run_1/final_clocks.png
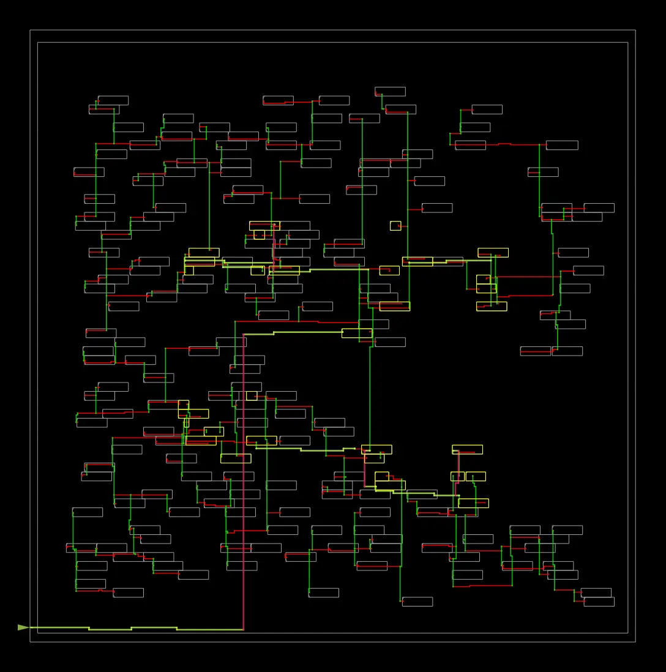
run_1/met2.png
Bar = 50 um.
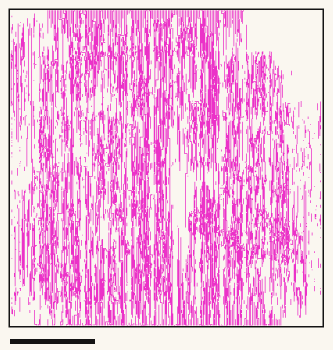
run_1/pdn.png
Bar = 50 um. Pins as bars on the die edge.
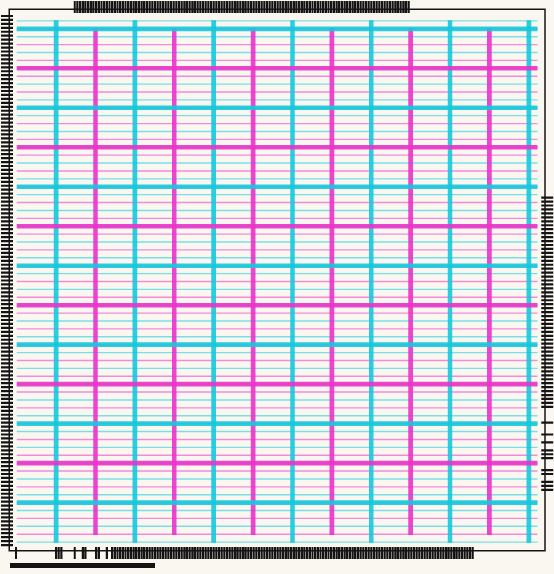
run_1/met3.png
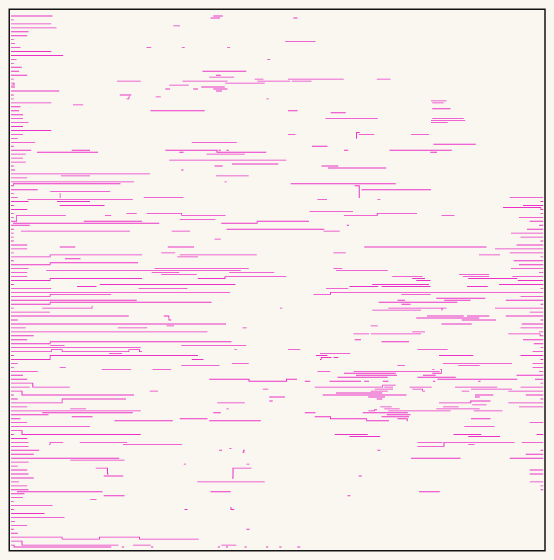
**src/rtl/mem_ctrl_pkg.sv**
```systemverilog
// mem_ctrl_pkg: shared types and constants for the memory controller.
//   - Line geometry (log2 line size, line size in bytes and bits).
//   - FSM state and operation-kind enums.
//   - IO access-type encodings and a helper that turns one into a byte count.
package mem_ctrl_pkg;

    localparam int unsigned BLOCK_WIDTH = 4;
    localparam int unsigned BLOCK_SIZE  = 2 ** BLOCK_WIDTH;
    localparam int unsigned LINE_BITS   = BLOCK_SIZE * 8;

    localparam logic [1:0] ACC_BYTE = 2'b01;
    localparam logic [1:0] ACC_HALF = 2'b10;
    localparam logic [1:0] ACC_WORD = 2'b11;

    typedef enum logic [2:0] {
        StIdle,
        StFill,
        StWb,
        StIoRd,
        StIoWr,
        StDone
    } state_e;

    typedef enum logic [1:0] {
        OpFill,
        OpWb,
        OpIoRd,
        OpIoWr
    } op_e;

    // The unused 2'b00 encoding is treated as a single byte.
    function automatic logic [4:0] access_bytes(input logic [1:0] acc_type);
        logic [4:0] n;
        case (acc_type)
            ACC_HALF: n = 5'd2;
            ACC_WORD: n = 5'd4;
            default:  n = 5'd1;
        endcase
        return n;
    endfunction

endpackage

```
**src/rtl/line_shift_reg.sv**
```systemverilog
// line_shift_reg: one cache line of storage shared by every transfer type.
//   clk_i, rst_i      clock, asynchronous active-high reset (clears the line)
//   load_i            parallel load of load_data_i (wins over shift_i)
//   load_data_i       line to load
//   shift_i           shift right by one byte, shift_byte_i entering at the top
//   shift_byte_i      byte inserted at the top on a shift
//   line_o            parallel read of the whole line
//   byte_o            lowest byte, i.e. the next byte to shift out
// Shifting in N bytes leaves the first one received at byte (Bytes - N), so
// a full-line fill ends with byte 0 in [7:0].
module line_shift_reg #(
    parameter int unsigned Bytes = 16
) (
    input  logic                 clk_i,
    input  logic                 rst_i,
    input  logic                 load_i,
    input  logic [Bytes*8-1:0]   load_data_i,
    input  logic                 shift_i,
    input  logic [7:0]           shift_byte_i,
    output logic [Bytes*8-1:0]   line_o,
    output logic [7:0]           byte_o
);

    logic [Bytes*8-1:0] line_q, line_d;

    always_comb begin
        line_d = line_q;
        if (load_i) begin
            line_d = load_data_i;
        end else if (shift_i) begin
            line_d = {shift_byte_i, line_q[Bytes*8-1:8]};
        end
    end

    always_ff @(posedge clk_i or posedge rst_i) begin
        if (rst_i) begin
            line_q <= '0;
        end else begin
            line_q <= line_d;
        end
    end

    assign line_o = line_q;
    assign byte_o = line_q[7:0];

endmodule

```
**src/rtl/mem_controller.sv**
```systemverilog
// mem_controller: byte-wide RAM responder for cache line fills, dirty-line
// write-backs and 1/2/4-byte uncached IO accesses, one request at a time.
//   Cache side : missIn/missAddrIn/readWriteIn/writeBackIn in;
//                memDataValid/memAddr/memDataOut/acceptWrite out (1-cycle pulses).
//   IO side    : mutableReq/mutableRW/mutableType/mutableAddr/mutableData in;
//                mutableMemInValid/mutableMemDataOut/mutableWriteSuc out.
//   RAM side   : ramAddr/ramWrite/ramDataOut out, ramDataIn in (1-cycle latency).
//   Control    : readyIn freezes everything, clearIn blocks IO read acceptance,
//                ioBufferFull stalls IO writes when MEM_CTRL_IO_FULL_CHECK_EN
//                is defined (ignored otherwise).
module mem_controller
    import mem_ctrl_pkg::*;
(
    input  logic                    clkIn,
    input  logic                    resetIn,
    input  logic                    readyIn,
    input  logic                    clearIn,
    input  logic                    missIn,
    input  logic [31:BLOCK_WIDTH]   missAddrIn,
    input  logic                    readWriteIn,
    input  logic [LINE_BITS-1:0]    writeBackIn,
    output logic                    memDataValid,
    output logic [31:BLOCK_WIDTH]   memAddr,
    output logic [LINE_BITS-1:0]    memDataOut,
    output logic                    acceptWrite,
    input  logic                    mutableReq,
    input  logic                    mutableRW,
    input  logic [1:0]              mutableType,
    input  logic [31:0]             mutableAddr,
    input  logic [31:0]             mutableData,
    output logic                    mutableMemInValid,
    output logic [31:0]             mutableMemDataOut,
    output logic                    mutableWriteSuc,
    input  logic [7:0]              ramDataIn,
    output logic [7:0]              ramDataOut,
    output logic [31:0]             ramAddr,
    output logic                    ramWrite,
    input  logic                    ioBufferFull
);

    state_e      state_q, state_d;
    op_e         op_q, op_d;
    logic [4:0]  cnt_q, cnt_d;
    logic [4:0]  nbytes_q, nbytes_d;
    logic [31:0] base_q, base_d;
    logic        prime_q, prime_d;  // ramDataIn this cycle is stale after a rewind
    logic        rdy_q;             // readyIn of the previous cycle

    logic                 line_load, line_shift;
    logic [LINE_BITS-1:0] line_load_data, line;
    logic [7:0]           line_shift_byte, line_byte;

    logic        rd_state, wr_state, io_stall;
    logic [4:0]  rd_idx;
    logic [31:0] io_word;
    logic        done_fill, done_wb, done_iord, done_iowr;

    assign rd_state = (state_q == StFill) || (state_q == StIoRd);
    assign wr_state = (state_q == StWb) || (state_q == StIoWr);

`ifdef MEM_CTRL_IO_FULL_CHECK_EN
    assign io_stall = (state_q == StIoWr) && ioBufferFull;
`else
    logic unused_io_full;
    assign unused_io_full = ioBufferFull;
    assign io_stall = 1'b0;
`endif

    // Reads are pipelined: the counter is the index being addressed and the
    // byte for index cnt-1 is captured. After the last byte is addressed the
    // address holds so no extra location (possibly a side-effecting IO
    // register) is read.
    assign rd_idx = (cnt_q >= nbytes_q) ? nbytes_q - 5'd1 : cnt_q;

    always_comb begin
        state_d         = state_q;
        op_d            = op_q;
        cnt_d           = cnt_q;
        nbytes_d        = nbytes_q;
        base_d          = base_q;
        prime_d         = prime_q;
        line_load       = 1'b0;
        line_load_data  = writeBackIn;
        line_shift      = 1'b0;
        line_shift_byte = 8'h00;
        if (readyIn) begin
            unique case (state_q)
                StIdle: begin
                    cnt_d   = 5'd0;
                    prime_d = 1'b0;
                    if (missIn) begin
                        base_d   = {missAddrIn, {BLOCK_WIDTH{1'b0}}};
                        nbytes_d = 5'(BLOCK_SIZE);
                        if (readWriteIn) begin
                            state_d = StFill;
                            op_d    = OpFill;
                        end else begin
                            state_d   = StWb;
                            op_d      = OpWb;
                            line_load = 1'b1;
                        end
                    end else if (mutableReq && !(mutableRW && clearIn)) begin
                        base_d   = mutableAddr;
                        nbytes_d = access_bytes(mutableType);
                        if (mutableRW) begin
                            state_d = StIoRd;
                            op_d    = OpIoRd;
                        end else begin
                            state_d        = StIoWr;
                            op_d           = OpIoWr;
                            line_load      = 1'b1;
                            line_load_data = {{(LINE_BITS-32){1'b0}}, mutableData};
                        end
                    end
                end
                StFill, StIoRd: begin
                    if ((cnt_q == 5'd0) || prime_q) begin
                        // Nothing valid to capture yet; just issue the next address.
                        cnt_d   = cnt_q + 5'd1;
                        prime_d = 1'b0;
                    end else if (!rdy_q) begin
                        // First cycle after a freeze: the byte for cnt-1 returned
                        // while frozen and was lost, so re-address it.
                        cnt_d   = cnt_q - 5'd1;
                        prime_d = 1'b1;
                    end else begin
                        line_shift      = 1'b1;
                        line_shift_byte = ramDataIn;
                        if (cnt_q == nbytes_q) begin
                            state_d = StDone;
                            cnt_d   = 5'd0;
                        end else begin
                            cnt_d = cnt_q + 5'd1;
                        end
                    end
                end
                StWb, StIoWr: begin
                    if (!io_stall) begin
                        line_shift = 1'b1;
                        if (cnt_q == nbytes_q - 5'd1) begin
                            state_d = StDone;
                            cnt_d   = 5'd0;
                        end else begin
                            cnt_d = cnt_q + 5'd1;
                        end
                    end
                end
                StDone: begin
                    state_d = StIdle;
                end
                default: begin
                    state_d = StIdle;
                end
            endcase
        end
    end

    always_ff @(posedge clkIn or posedge resetIn) begin
        if (resetIn) begin
            state_q  <= StIdle;
            op_q     <= OpFill;
            cnt_q    <= 5'd0;
            nbytes_q <= 5'd0;
            base_q   <= 32'd0;
            prime_q  <= 1'b0;
            rdy_q    <= 1'b0;
        end else begin
            state_q  <= state_d;
            op_q     <= op_d;
            cnt_q    <= cnt_d;
            nbytes_q <= nbytes_d;
            base_q   <= base_d;
            prime_q  <= prime_d;
            rdy_q    <= readyIn;
        end
    end

    line_shift_reg #(
        .Bytes (BLOCK_SIZE)
    ) u_line (
        .clk_i        (clkIn),
        .rst_i        (resetIn),
        .load_i       (line_load),
        .load_data_i  (line_load_data),
        .shift_i      (line_shift),
        .shift_byte_i (line_shift_byte),
        .line_o       (line),
        .byte_o       (line_byte)
    );

    // IO read bytes sit at the top of the line, first byte lowest.
    always_comb begin
        case (nbytes_q)
            5'd1:    io_word = {24'd0, line[LINE_BITS-1 -: 8]};
            5'd2:    io_word = {16'd0, line[LINE_BITS-1 -: 16]};
            default: io_word = line[LINE_BITS-1 -: 32];
        endcase
    end

    assign done_fill = (state_q == StDone) && (op_q == OpFill);
    assign done_wb   = (state_q == StDone) && (op_q == OpWb);
    assign done_iord = (state_q == StDone) && (op_q == OpIoRd);
    assign done_iowr = (state_q == StDone) && (op_q == OpIoWr);

    assign ramWrite   = wr_state && readyIn && !io_stall;
    assign ramDataOut = wr_state ? line_byte : 8'h00;
    assign ramAddr    = rd_state ? base_q + {27'd0, rd_idx} :
                        wr_state ? base_q + {27'd0, cnt_q} : 32'd0;

    assign memDataValid      = done_fill;
    assign acceptWrite       = done_wb;
    assign memAddr           = (done_fill || done_wb) ? base_q[31:BLOCK_WIDTH] : '0;
    assign memDataOut        = done_fill ? line : '0;
    assign mutableMemInValid = done_iord;
    assign mutableMemDataOut = done_iord ? io_word : 32'd0;
    assign mutableWriteSuc   = done_iowr;

endmodule

```
**config.mk**
```make
export PLATFORM = sky130hd
export DESIGN_NAME = mem_controller
export DESIGN_NICKNAME = d
export VERILOG_FILES = /design/src/rtl/mem_ctrl_pkg.sv /design/src/rtl/line_shift_reg.sv /design/src/rtl/mem_controller.sv
export SDC_FILE = /design/constraint.sdc
export NUM_CORES = 1
export LEC_CHECK = 0
export CAP_MARGIN = 10
export CORE_AREA = 2 2 182 184
export CTS_CLUSTER_SIZE = 20
export DETAILED_ROUTE_END_ITERATION = 6
export DIE_AREA = 0 0 184 186
export GPL_TIMING_DRIVEN = 0
export PLACE_DENSITY_LB_ADDON = 0.15
export SLEW_MARGIN = 0
export SYNTH_ARGS = -nofsm -noshare
export SYNTH_HDL_FRONTEND = slang
export SYNTH_SLANG_ARGS = --single-unit
```
**constraint.sdc**
```tcl
create_clock -name clkIn -period 6.2 [get_ports clkIn]
set_input_delay 1.24 -clock clkIn [delete_from_list [all_inputs] [get_ports clkIn]]
set_output_delay 1.24 -clock clkIn [all_outputs]
set_load 0.02 [all_outputs]
```
==> GITHUB_STEP_SUMMARY, run 1 <==
## Implementation flow summary

| Metric | Value |
|---|---|
| Clock buffer depth | `2` |
| Post-CTS Resized | `6` |
| Worst Path Max Fanout | `8` |
| Post-DP HPWL | `between 40 and 50 mm` |
| DRT iter0 DRCs | `1106` |
| Routed wire per std cell | `~23 um` |
| CTS Sinks | `roughly 180` |
| Final setup fails | `0` |
| Final clock skew | `between 0.015 and 0.02 ns` |
| Tmin final | `6.13 ns` |
| Gpl congestion | `~0.95` |
| Filler cells | `a little under 3000` |
| Die W | `around 180 um` |
| Status | `complete, no violations` |
| F_max | `between 150 and 200 MHz` |
| Internal | `around 3.7 mW` |
| First-pass GRT wire length | `about 84 mm` |
| TritonCTS clock tree | `done` |
| Max-cap violations | `0` |
| Buffers added on ports | `about 470` |
| EDFF count, synth | `0` |
| Top area cell types | `dfrtp_1 36%, nand3_1 13%, and2_1 8.7%` |
| Max rail drop VDD | `0.000212 V` |
| Vias in the first global route | `around 14000` |
| Synth Net Count | `roughly 1800` |
| # Cells Yosys | `about 1500` |
| Mean Syn Cell Area | `approximately 8.1 sq um` |
| WHS | `0.525 ns` |
| Tot GR Track Use | `about a third` |
| DRC | `0` |
| Worst path bufs/invs | `2` |
| Synth Seq Share | `a little over a third` |
| Area leader, netlist | `dfrtp_1` |
| Reg power frac | `a little under a third` |
| Final instance area | `about 18000 sq um` |
| Ports | `about 470` |
| Net Sw Frac | `between 40% and 50%` |
| Post-Place Cell Area | `around 18000 sq um` |
| Critical path arrival | `a little under 5 ns` |
| PwrDens | `~400 nW/um^2` |
| Tool warning count | `33` |
| Worst EP required | `4.96 ns` |
| Rel. slew slack | `around 37%` |
| Layout cells sized above 1 | `~6.4%` |
| Crit-path cells | `ha_1 -> and4b_1 -> buf_4 -> a221oi_4 -> mux2_2 -> ha_1 -> o21ai_0 -> o21ai_0 -> and3_2 -> o211ai_1 -> a22oi_1 -> clkdlybuf4s50_1` |
| Worst path slowest cell | `clkdlybuf4s50_1` |
| First-pass iteration count of the detailed router | `6` |
| Top cells by count | `310 x nand3_1, 195 x nand2_1, 176 x dfrtp_1` |
| Die height | `186 um` |
| Logic area | `~7300 sq um` |
| Total wire length | `56.7 mm` |
| Nets@finish | `2272` |
| Number of synthesis warnings | `0` |
| Nature of the critical path startpoint | `register` |
| LEAKAGE | `between 7 and 8 nW` |
| Worst path max stage delay | `between 0.6 and 0.7 ns` |
| Clock share of power | `15.4%` |
| Worst Max-Slew Pin Slew | `between 0.9 and 1 ns` |
| Post-synth ARST share | `100%` |
| Max-area cell share | `a little over a third` |
| Antenna violations before repair | `2` |
| Die Size | `approximately 34000 sq um` |
| Final core occ | `56.6%` |
| Hold WC Path Type | `register to register` |
| Clk pin slew, worst setup/hold paths | `about 0.090 ns` |
| CP Class | `register to primary output` |
| FF/Latch Area | `~4400 sq um` |
| Crit end category | `primary output` |
| Initial Utilization | `38.1%` |
| Routed Antenna Nets | `0` |
| Layout area overhead | `48.6%` |
| Largest net degree at the start of global routing | `122` |
| TNS Setup | `0 ns` |
| Syn Inst Count | `~1500` |
| Combinational Power Share | `between 50% and 60%` |
| CP delay by family, top | `AND-OR/OR-AND gates` |
| Netlist cell types | `between 70 and 80` |
| H-tree levels | `4` |
| Clk_lat worst skew | `around 0.45 ns` |
| GR Overflow Total | `0` |
| Area reported by Yosys stat | `~12000 sq um` |
| Vias/cell | `around 5.8` |
| Via Count | `roughly 14000` |
| Dominant cell by count in the synthesized netlist | `nand3_1` |
| Hold Vio Cnt, Final | `0` |
| Hold buffer count at CTS | `0` |
| Sw power | `roughly 3.5 mW` |
| #FFs+latches synth | `between 150 and 200` |
| Synthesized cell area | `between 10000 and 15000 sq um` |
| Post-CTS setup buffer count | `0` |
| Final cell count without fillers | `between 2000 and 2500` |
| Main flop type after synthesis | `dfrtp_1` |
| Max Slew Vio Count | `0` |
-- final_clocks.png (at the start) --
clock buffers: 18
cts bufs inserted: 17
P_clk: 1.12 mW

-- met2.png (at the start) --
- nets with wire on the layer: 1926
- main direction: vertical

-- pdn.png (at the start) --
- VSS: cyan
- VDD: magenta
- rows: 66
- signal pins: 472

-- met3.png (at the start) --
- wire length on this layer: 5000 um
- share of all routed wire: 8.8%
- longest straight run: 75.2 um
- nets with wire on the layer: 399

[run 1: cell families (layout without fill, tap and decap cells)]
logic type	count (synthesis)	in the layout	share of synthesized area (%)
AND/OR/NAND/NOR	817	817	34.5
AND-OR/OR-AND	272	272	15.7
flip-flops	176	176	35.9
buffers and inverters	157	660	5.39
multiplexers	66	66	5.40
adder cells (fa/ha/maj)	22	22	2.36
XOR/XNOR	11	11	0.785
other	0	4	0
[run 1: routing by layer]
layer	vias up	routed length [um]	GRT usage [%]
li1	6466	-	-
met1	6877	22400	40.1
met2	708	27700	54.9
met3	81	5000	8.47
met4	0	1610	10.2
met5	-	0	0
[run 1: layout by cell type (no fill, tap or decap), types with 5 or more instances in the layout]
cell type,count
nor2_1,24
a22o_1,13
nor3_1,20
clkinv_8,5
o21a_1,6
and2_1,170
nand3_1,310
and4_1,7
nand2_1,195
buf_2,46
ha_1,19
clkbuf_16,17
clkbuf_1,69
inv_8,5
nor2b_1,7
and3_1,26
nor4_1,9
a221o_1,8
clkdlybuf4s50_1,466
dfrtp_1,175
nand4_1,13
buf_1,12
o211ai_1,52
a22oi_1,10
inv_1,23
a31oi_1,14
a21oi_1,30
xor2_1,5
nor3_2,5
o31ai_1,10
xnor2_1,6
mux2i_1,64
o21ai_0,58
a211oi_1,10
[run 1: power groups by stage]
| stage | logic, mW | clock network, mW | registers, mW |
|---|---|---|---|
| final | 3.92 | 1.12 | 2.21 |
| after global routing | 4.24 | 1.17 | 2.24 |
| after CTS | 3.84 | 1.12 | 2.18 |
| after detailed placement | 3.81 | 0 | 2.19 |
| after global placement | 3.75 | 0 | 2.19 |
| after floorplan | 2.41 | 0 | 1.90 |
[run 1: metrics by stage]
stage	setup WS, ns	power (mW)
2_1_floorplan	0.186	4.30
3_3_place_gp	-2.56	5.94
3_5_place_dp	0.106	6.00
4_1_cts	0.00585	7.15
5_1_grt	-0.0153	7.66
6_report	0.0720	7.24
[run 1: final cells by class]
| type | count | area share, % |
|---|---|---|
| buffer | 130 | 3.08 |
| sequential | 176 | 24.2 |
| inverter | 26 | 0.597 |
| antenna | 4 | 0.0549 |
| tap | 408 | 2.80 |
| clock inverter | 14 | 0.926 |
| clock buffer | 18 | 2.35 |
| timing repair buffer | 472 | 26.0 |
| multi-input combinational | 1188 | 40.0 |
[run 1: worst min-delay path: stages, from the launching register on]
cell	delay [ns]
dfrtp_1	0.38
nand2_1	0.06
nand3_1	0.07
[run 1: path summary, 6_finish.rpt]
| kind | start | to | slack, ns | cells after the start |
|---|---|---|---|---|
| worst max-delay path | cnt_q[4] | ramAddr[17] | 0.07 | 12 |
| worst min-delay path | u_line.line_o[80] | u_line.line_o[72] | 0.53 | 2 |
| worst max register to register | cnt_q[1] | u_line.line_o[0] | 3.40 | 10 |
| worst min register to register | u_line.line_o[80] | u_line.line_o[72] | 0.53 | 2 |
| max in group asynchronous | resetIn | cnt_q[0] | 3.97 | 3 |
| min in group asynchronous | resetIn | u_line.line_o[67] | 1.19 | 2 |
[run 1: registers in the layout, summed over array words and instances, names as in the netlist]
name and cells:
state_q 3, cnt_q 5, u_line.line_o 128, base_q 32
nbytes_q 4, prime_q 1, rdy_q 1, op_q 2
run_1/metal_stack.png
Bar = 50 um. Two of the layers only.
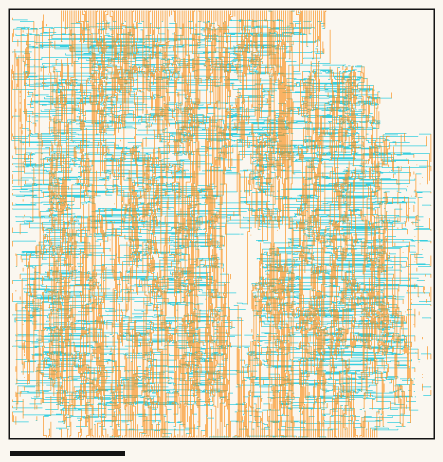

--- run 2 (diff from run 1) ---
Settings changed: CORE_AREA 2 2 182 184 to 2 2 185 187, DIE_AREA 0 0 184 186 to 0 0 187 189, REMOVE_ABC_BUFFERS set to 1, SYNTH_HIERARCHICAL set to 1.
run_2/metal_stack.png
Bar = 50 um. Two of the layers only.
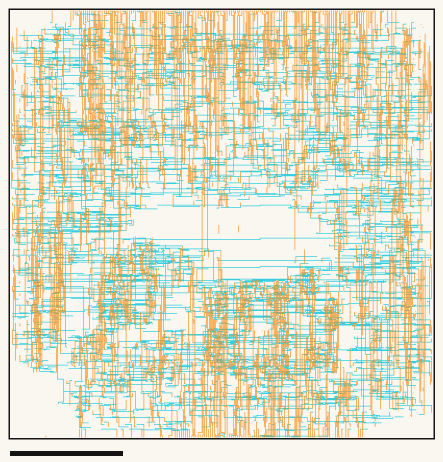
- met2: orange (wire length 22.9 mm)
- met1: cyan (wire length 19600 um)
Routed wire per std cell: 19.8 um
total wire length: 47.1 mm

run_2/met2.png
Bar = 50 um.
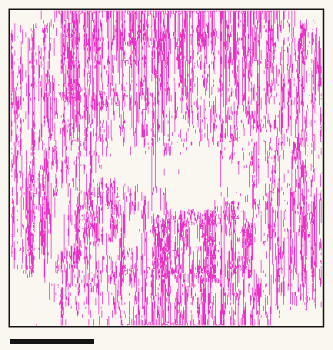
- share of all routed wire: 49%
- main direction: vertical
- longest straight run: 80.9 um
- nets with wire on the layer: 1773
- wire length on this layer: 22.9 mm
GRT met2 Usage: 44.3%
Via Count: 12700

==> run 2 against run 1 <==
Compared with the run above: clock-buffer cell count shrank 1; hold slack lost 0.0048 ns; global-route usage fell by 6.0 points; combinational power grew 3%; largest cell class unchanged; core utilization increased by 0.062 points.
==> GITHUB_STEP_SUMMARY, run 2 <==
## Implementation flow summary

| Metric | Value |
|---|---|
| Status | `complete, no violations` |
| TNS Setup | `0 ns (unchanged)` |
| Post-Place Cell Area | `18200 sq um (+3.8%)` |
| R2R Setup Slk | `1.63 ns (-1.77 ns)` |
| LEAKAGE | `7.41 nW (-3.4%)` |
| Die height | `189 um (+1.6%)` |
| Max Slew Vio Count | `0 (unchanged)` |
| DRC | `0 (unchanged)` |
| Vias in the first global route | `12400 (-8.8%)` |
| Max-area cell share | `33.6% (-2.3 points)` |
| Crit end category | `primary output` |
| CP Class | `register to primary output` |
| Worst Path Max Fanout | `12 (+4)` |
| Max-cap violations | `0 (unchanged)` |
| Largest net degree at the start of global routing | `69 (-43%)` |
| H-tree levels | `4 (unchanged)` |
| Final instance area | `18900 sq um (+3.5%)` |
| Ports | `472 (unchanged)` |
| Gpl congestion | `0.881 (-6.9%)` |
| Pre-CTS setup slack | `-0.151 ns (-0.257 ns)` |
| Hold depth | `2 (unchanged)` |
| First-pass iteration count of the detailed router | `5 (-1)` |
| Die W | `187 um (+1.6%)` |
| Hold Vio Cnt, Final | `0 (unchanged)` |
| R2R Path Start | `state_q[2]` |
| WHS | `0.520 ns (-0.00477 ns)` |
| Worst Max-Slew Pin Slew | `1.07 ns (+0.132 ns)` |
| Dominant cell by count in the synthesized netlist | `and2_1` |
| Critical path arrival | `4.76 ns (-0.13 ns)` |
| Worst EP required | `4.96 ns (about the same)` |
| Post-synth ARST share | `100% (unchanged)` |
| Synth Seq Share | `33.6% (-2.3 points)` |
| Syn Inst Count | `1514 (-0.46%)` |
| Clk pin slew, worst setup/hold paths | `0.08 ns (about the same)` |
| Final clock skew | `0.0129 ns (-0.00504 ns)` |
| # Cells Yosys | `1514 (-0.46%)` |
| Tot GR Track Use | `26.3% (-6.0 points)` |
| Area leader, netlist | `dfrtp_1` |
| Hold_sp | `nbytes_q[2]` |
| Netlist cell types | `75 (-2.6%)` |
| Largest register FFs | `128 (unchanged)` |
| Worst r2r path cells | `9 (-1)` |
| Layout area overhead | `44.0%` |
| Die Size | `35300 sq um (+3.3%)` |
| F_max | `167 MHz (+2.2%)` |
| Nets@finish | `2173 (-4.4%)` |
| Routed Antenna Nets | `0 (unchanged)` |
| Top cells by count | `273 x and2_1, 202 x nand2_1, 176 x dfrtp_1` |
| Worst hold endpoint | `nbytes_q[2]` |
| Antenna violations before repair | `4 (+2)` |
| Clk_lat worst skew | `0.44 ns (about the same)` |
| GRT busiest layer | `met2` |
| Top area cell types | `dfrtp_1 34%, and2_1 13%, mux2i_1 12%` |
| EDFF count, synth | `0 (unchanged)` |
| GR Overflow Total | `0 (unchanged)` |
| Vias/cell | `5.36 (-7.7%)` |
| Layout cells sized above 1 | `7.74% (+1.4 points)` |
| Buffers added on ports | `470 (+0.21%)` |
| Most instantiated logic cell after routing | `clkdlybuf4s50_1` |
| Tmin final | `6.00 ns (-0.132 ns)` |
| Met1 global-route usage | `32.9% (-7.2 points)` |
| Nature of the critical path startpoint | `register` |
| Mean Syn Cell Area | `8.66 sq um (+7.3%)` |
| Initial Utilization | `39.4% (+1.3 points)` |
| FF-to-FF End | `u_line/line_o[23]` |
| Number of synthesis warnings | `6 (+6)` |
| Rel. slew slack | `28.2% (-8.7 points)` |
| Main flop type after synthesis | `dfrtp_1` |
| Worst setup margin | `0.204 ns (+0.132 ns)` |
| Cts bufs inserted | `17 (unchanged)` |
| Final setup fails | `0 (unchanged)` |
| Met3 Track Usage GR | `5.88% (-2.6 points)` |
| Tool warning count | `29 (-12%)` |
[run 2: cell families (layout without fill, tap and decap cells)]
group / Yosys count / in the layout / share of synthesized area (%)
buffers and inverters: 151 / 561 / 6.39
adders and majority gates: 22 / 22 / 2.21
xor gates and xnor gates: 11 / 11 / 0.792
other: 0 / 5 / 0
AOI/OAI and AO/OA: 349 / 349 / 16.3
DFF: 176 / 176 / 33.6
and+or+nand+nor: 606 / 606 / 25.1
muxes: 199 / 199 / 15.6
[run 2: critical path, stage by stage (launching register included)]
cell             delay (ns)
dfrtp_2                0.49
ha_1                   0.33
a211o_1                0.30
a211oi_4               0.34
buf_4                  0.18
mux2_2                 0.17
ha_1                   0.50
or2_2                  0.39
nand3_1                0.19
and2_4                 0.26
o31ai_1                0.45
clkdlybuf4s50_1        0.70
[run 2: how the worst max path moves through the flow]
stage                         from           endpoint  slack, ns
after floorplan            clearIn  u_line/line_o[52]      -5.10
after CTS                 cnt_q[2]        ramAddr[28]      0.004
final                     cnt_q[2]        ramAddr[21]       0.20
after global placement      missIn  u_line/line_o[28]     -12.13
after global routing      cnt_q[2]        ramAddr[12]     -0.008
after detailed placement  cnt_q[2]        ramAddr[31]      -0.15
[run 2: area by class of cell]
type | count | area, sq um
fillers | 3074 | 14400
clock buffers | 17 | 425
flip-flops and latches | 176 | 4410
multi-input cells | 1187 | 7920
repair buffers | 507 | 5310
diodes | 5 | 12.5
inverters | 23 | 91.3
well taps | 448 | 561
clock inverters | 14 | 144
[run 2: repair_timing]
action,in CTS,in global routing
hold buffers,0,0
pin swaps,2,1
endpoints found under the setup margin,24,13
resized,5,5
setup buffers,3,3
[run 2: where the power goes]
| part | total (mW) | switching, mW | internal, mW |
|---|---|---|---|
| logic | 4.02 | 2.21 | 1.82 |
| registers | 2.26 | 0.623 | 1.64 |
| clock network | 1.08 | 0.547 | 0.536 |
| total | 7.37 | 3.37 | 3.99 |
[run 2: through the flow]
| stage | util [%] | total power [mW] | instances |
|---|---|---|---|
| 6_report | 56.7 | 7.37 | 2377 |
| 5_1_grt | 56.7 | 7.88 | 2376 |
| 4_1_cts | 56.5 | 7.34 | 2368 |
| 3_5_place_dp | 54.7 | 6.19 | 2334 |
| 3_3_place_gp | 52.9 | 6.16 | 2304 |
| 2_1_floorplan | - | 4.66 | 1386 |
[run 2: metal layers]
metal  part of all wire (%)  vias to the layer above
met3                    6.5                       70
met2                     49                      481
met4                    3.1                        0
li1                       -                     6081
met5                      0                        -
met1                     42                     6100
Power figures rest on the tool's default switching activity, not on a simulated workload.
